[src/rtl/uart_rx_core.sv]
// UART receiver: 2-flop synchronized input, mid-bit sampling, 8N1/8E1/8O1 framing,
// valid/ready holding register with overrun, frame and parity error pulses.
`timescale 1ns/1ps
module uart_rx_core #(
   parameter int ClksPerBit = 868,
   parameter int ParityEn   = 0,
   parameter int ParityOdd  = 0
) (
   input  logic       i_clk,
   input  logic       i_rst,
   input  logic       i_rx,
   output logic [7:0] o_rx_data,
   output logic       o_rx_valid,
   input  logic       i_rx_ready,
   output logic       o_frame_err,
   output logic       o_parity_err,
   output logic       o_overrun,
   output logic       o_rts
);

   localparam int            CW      = $clog2(ClksPerBit);
   localparam logic [CW-1:0] HALF    = CW'(ClksPerBit / 2 - 1);
   localparam logic [CW-1:0] FULL    = CW'(ClksPerBit - 1);
   localparam logic          PAR_EN  = (ParityEn != 0);
   localparam logic          PAR_ODD = (ParityOdd != 0);

   typedef enum logic [2:0] {
      S_IDLE, S_START, S_DATA, S_PARITY, S_STOP, S_BREAK
   } state_t;

   function automatic logic parity_bad(input logic [7:0] d, input logic p);
      return ((^d) ^ p) != PAR_ODD;
   endfunction

   logic          rx_p0, rx_p1, rx_s;
   state_t        state, state_n;
   logic [CW-1:0] clk_cnt, cnt_n;
   logic [2:0]    bit_idx, bit_n;
   logic [7:0]    shreg, shreg_n;
   logic          par_bad, par_bad_n;
   logic          load, valid_n, frame_n, perr_n, ovr_n;

   assign rx_s  = rx_p1;
   assign o_rts = ~o_rx_valid;

   // synchronizer stage: rx_p0 -> rx_p1
   always_ff @(posedge i_clk or posedge i_rst) begin
      if (i_rst) begin
         rx_p0 <= 1'b1;
         rx_p1 <= 1'b1;
      end else begin
         rx_p0 <= i_rx;
         rx_p1 <= rx_p0;
      end
   end

   always_ff @(posedge i_clk or posedge i_rst) begin
      if (i_rst) begin
         state        <= S_IDLE;
         clk_cnt      <= '0;
         bit_idx      <= '0;
         shreg        <= '0;
         par_bad      <= 1'b0;
         o_rx_data    <= '0;
         o_rx_valid   <= 1'b0;
         o_frame_err  <= 1'b0;
         o_parity_err <= 1'b0;
         o_overrun    <= 1'b0;
      end else begin
         state        <= state_n;
         clk_cnt      <= cnt_n;
         bit_idx      <= bit_n;
         shreg        <= shreg_n;
         par_bad      <= par_bad_n;
         o_rx_valid   <= valid_n;
         o_frame_err  <= frame_n;
         o_parity_err <= perr_n;
         o_overrun    <= ovr_n;
         if (load) o_rx_data <= shreg;
      end
   end

   always_comb begin
      state_n   = state;
      cnt_n     = clk_cnt + CW'(1);
      bit_n     = bit_idx;
      shreg_n   = shreg;
      par_bad_n = par_bad;
      load      = 1'b0;
      frame_n   = 1'b0;
      perr_n    = 1'b0;
      ovr_n     = 1'b0;
      case (state)
         S_IDLE: begin
            cnt_n = '0;
            if (!rx_s) state_n = S_START;
         end
         S_START: begin
            if (clk_cnt == HALF) begin
               cnt_n     = '0;
               bit_n     = '0;
               par_bad_n = 1'b0;
               state_n   = rx_s ? S_IDLE : S_DATA;
            end
         end
         S_DATA: begin
            if (clk_cnt == FULL) begin
               cnt_n            = '0;
               shreg_n[bit_idx] = rx_s;
               bit_n            = bit_idx + 3'd1;
               if (bit_idx == 3'd7) state_n = PAR_EN ? S_PARITY : S_STOP;
            end
         end
         S_PARITY: begin
            if (clk_cnt == FULL) begin
               cnt_n     = '0;
               par_bad_n = parity_bad(shreg, rx_s);
               state_n   = S_STOP;
            end
         end
         S_STOP: begin
            if (clk_cnt == FULL) begin
               cnt_n   = '0;
               state_n = S_IDLE;
               if (!rx_s) begin
                  frame_n = 1'b1;
                  state_n = S_BREAK;
               end else if (par_bad) begin
                  perr_n = 1'b1;
               end else if (!o_rx_valid || i_rx_ready) begin
                  load = 1'b1;
               end else begin
                  ovr_n = 1'b1;
               end
            end
         end
         S_BREAK: begin
            // a line held low must return high before a new start can be seen
            cnt_n = '0;
            if (rx_s) state_n = S_IDLE;
         end
         default: begin
            cnt_n   = '0;
            state_n = S_IDLE;
         end
      endcase

      valid_n = o_rx_valid;
      if (load) valid_n = 1'b1;
      else if (o_rx_valid && i_rx_ready) valid_n = 1'b0;
   end

endmodule

[config.mk]
export PLATFORM = sky130hd
export DESIGN_NAME = uart_rx_core
export DESIGN_NICKNAME = d
export VERILOG_FILES = /design/src/rtl/uart_rx_core.sv
export SDC_FILE = /design/constraint.sdc
export NUM_CORES = 1
export LEC_CHECK = 0
export CAP_MARGIN = 20
export CORE_ASPECT_RATIO = 1.75
export CORE_MARGIN = 10
export CORE_UTILIZATION = 52
export CTS_BUF_LIST = sky130_fd_sc_hd__clkbuf_4
export CTS_CLUSTER_DIAMETER = 40
export DETAILED_ROUTE_END_ITERATION = 6
export PLACE_DENSITY = 0.73
export SLEW_MARGIN = 25
export SYNTH_ARGS = -nofsm -noshare
export SYNTH_HDL_FRONTEND = slang
export SYNTH_SLANG_ARGS = --single-unit
[constraint.sdc]
create_clock -name i_clk -period 2.4 [get_ports i_clk]
set_input_delay 0.24 -clock i_clk [delete_from_list [all_inputs] [get_ports i_clk]]
set_output_delay 0.24 -clock i_clk [all_outputs]
set_load 0.03 [all_outputs]
### A small window of the routed layout

Bar = 10 um. Region (13, 10) to (53, 50) um. Cells in gray, sequential cells in the stronger gray; small squares are vias.
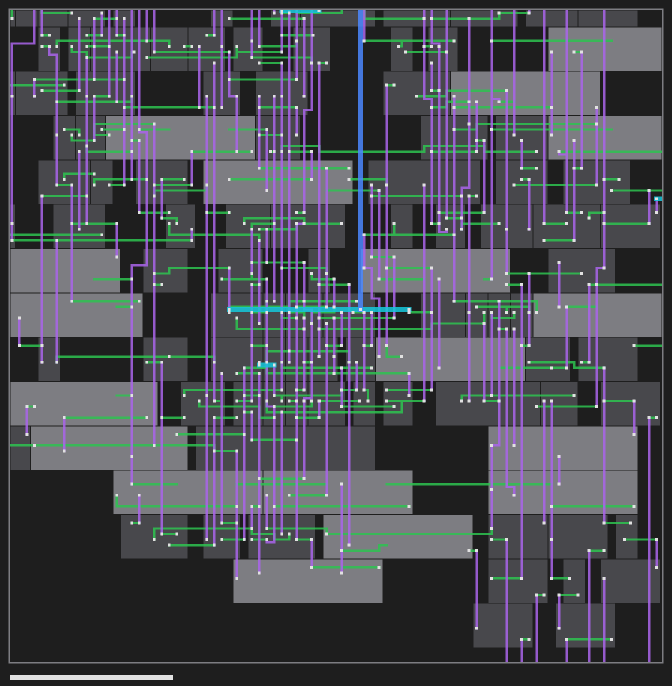
green -> met1
blue -> met4
cyan -> met3
purple -> met2
sequential cells in the window = 18
netlist names of flops here include = `clk_cnt` (3), `o_rx_data` (3), `state` (3)
most frequent = dfrtp_1 (16), clkdlybuf4s50_1 (9)
cells with their middle in the window = 95

### Routing congestion map

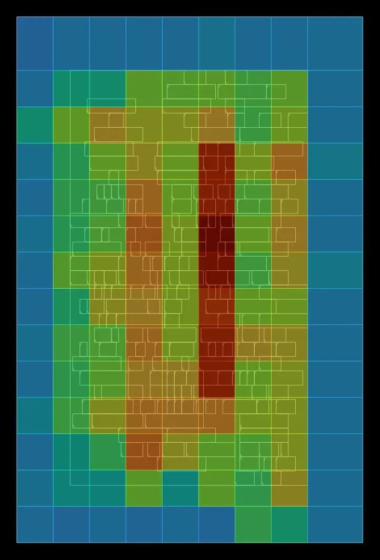
GR Layer Usage met3: 3.790%
global router's overall resource usage: 11.25%
DR WL/cell: 14.93 um

### Cell sizes after repair

Bar = 20 um.
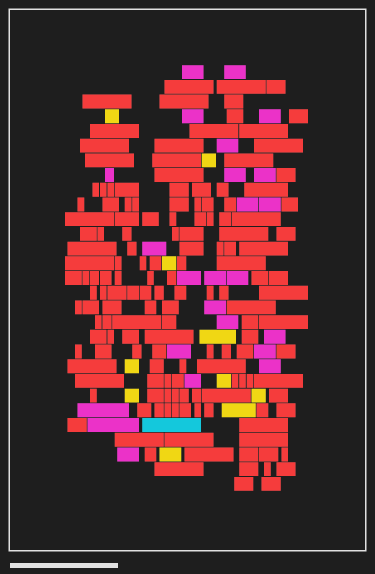
yellow -> drive 3 to 4  # cells 10
cyan -> drive 6 and up  # cells 1
magenta -> drive 2  # cells 24
red -> drive 1 or less  # cells 152

==> Changelog: implementation <==
## Implementation

* Fraction of layout cells with a size suffix above 1 at 18.72%
* Top layer in use: met4
* Largest net degree at the start of global routing at 40
* Simple-gate share of the synthesized area at 20.71%
* Pre-antenna DRT Iters at 4
* Most numerous cell in the Yosys netlist: dfrtp_1
* Post-CTS resize count at 0
* Slew @ Worst Pin at 471.8 ps
* Top cell area share at 48.81%
* Via count at 1275
* Wl on met1 at 1.230 mm
* Synth Cell Area at 0.001897 mm^2
* Status: finished clean
* Total CTS buffers at 5
* Total die size at 0.006559 mm^2
* Main logic family after synthesis: simple AND/OR/NAND/NOR gates
* Hold_buf cts at 0
* Yosys xor share at 8.113%
* GR Overflow Total at 0
* Combinational gate count at 115
* Postcts setup bufs at 0
* Layout non-clock buf frac at 8.023%
* Diodes inserted at 0
* Hold Path Class: in2reg
* Registers at 39
* Combinational power at 22.4 uW
* Clock-pin transition on the worst setup and hold timing paths at 110 ps
* Top power group: registers
* Clock root buffer: clkbuf_4
* Slew HR at 68.55%
* Combinational share of cell area at 39.83%
* Clock network power share at 37.9%
* Largest Register: clk_cnt
* WL met3 at 118 um
* Worst setup EP type: flop
* Port Buffers at 16
* Worst Setup EP: shreg[4]
* Vias in the first global route at 1332
* Post-synth top cells: 37 x dfrtp_1, 17 x mux2_2, 17 x nor2_1, 13 x nand2_1, 10 x xnor2_1
* R2R Path End: shreg[4]
* Layout fillers at 325
* Critical Path Source: clk_cnt[0]
* Global Route met1 Usage at 9.953%
* Layout Nets at 194
* # setup viols final at 0
* Synth Seq Share at 51.58%
* Yosys cell count at 164
* R2R setup slack at 380 ps
* Synth Area in Adders at 2.639%
* Register area at 978.4 um^2
* Synth Instances at 164
* Sequential cell area share at 44.81%
* Pwr dens at 506.3 mW/mm^2
* Worst-path maximum fanout at 9
* Top cells, area: dfrtp_1 49%, mux2_2 10%, xnor2_1 4.6%, nor2_1 3.4%, dfstp_2 2.8%
* # H-tree levels at 2
* Initial DRC Count at 28
* Clock-cell share at 3.496%
* Cells on worst reg2reg path at 5
* Leading area contributor after synthesis: dfrtp_1
* Placed insts at 225
* Dominant Register Cell: dfrtp_1
* Crit Path Category: reg2reg
* RSZ-0062 raised after global routing: false
* GRT busiest layer: met2
* Die width at 65.66 um
* Peak Freq at 0.4959 GHz
* Synthesized area per cell at 11.57 um^2
* Antenna Nets Post-Route at 0
* Area figure in the yosys stat output at 0.001897 mm^2
* Synth Net Count at 172
* Max cap viols at 0
* Num Clock Sinks at 39
* Sequential share of power at 60.1%
* Max FFs per register at 10
* Final Critical Period at 2017 ps
* Switching Fraction at 20.18%
how the worst min path moves through the flow:
stage,from,to,slack [ps]
4_1_cts,i_rx,rx_p0,280
2_1_floorplan,i_rx,rx_p0,240
3_5_place_dp,rx_p0,rx_p1,350
5_1_grt,i_rx,rx_p0,280
3_3_place_gp,rx_p0,rx_p1,350
6_report,i_rx,rx_p0,290
critical path, cell delays in order (launching register included):
cell	delay, ps
dfrtp_1	410
ha_1	220
nor2b_1	280
nand4_2	270
nor4_1	360
mux2_2	380
metrics by stage:
stage	total power, uW	worst slack (ps)	instance area (um^2)
after floorplan	689.0	632.2	1897
after global placement	699.0	492.5	2107
after detailed placement	699.8	375.0	2107
after CTS	1125	363.1	2183
after global routing	1151	275.8	2183
final	1105	383.3	2183
Power figures rest on the tool's default switching activity, not on a simulated workload.
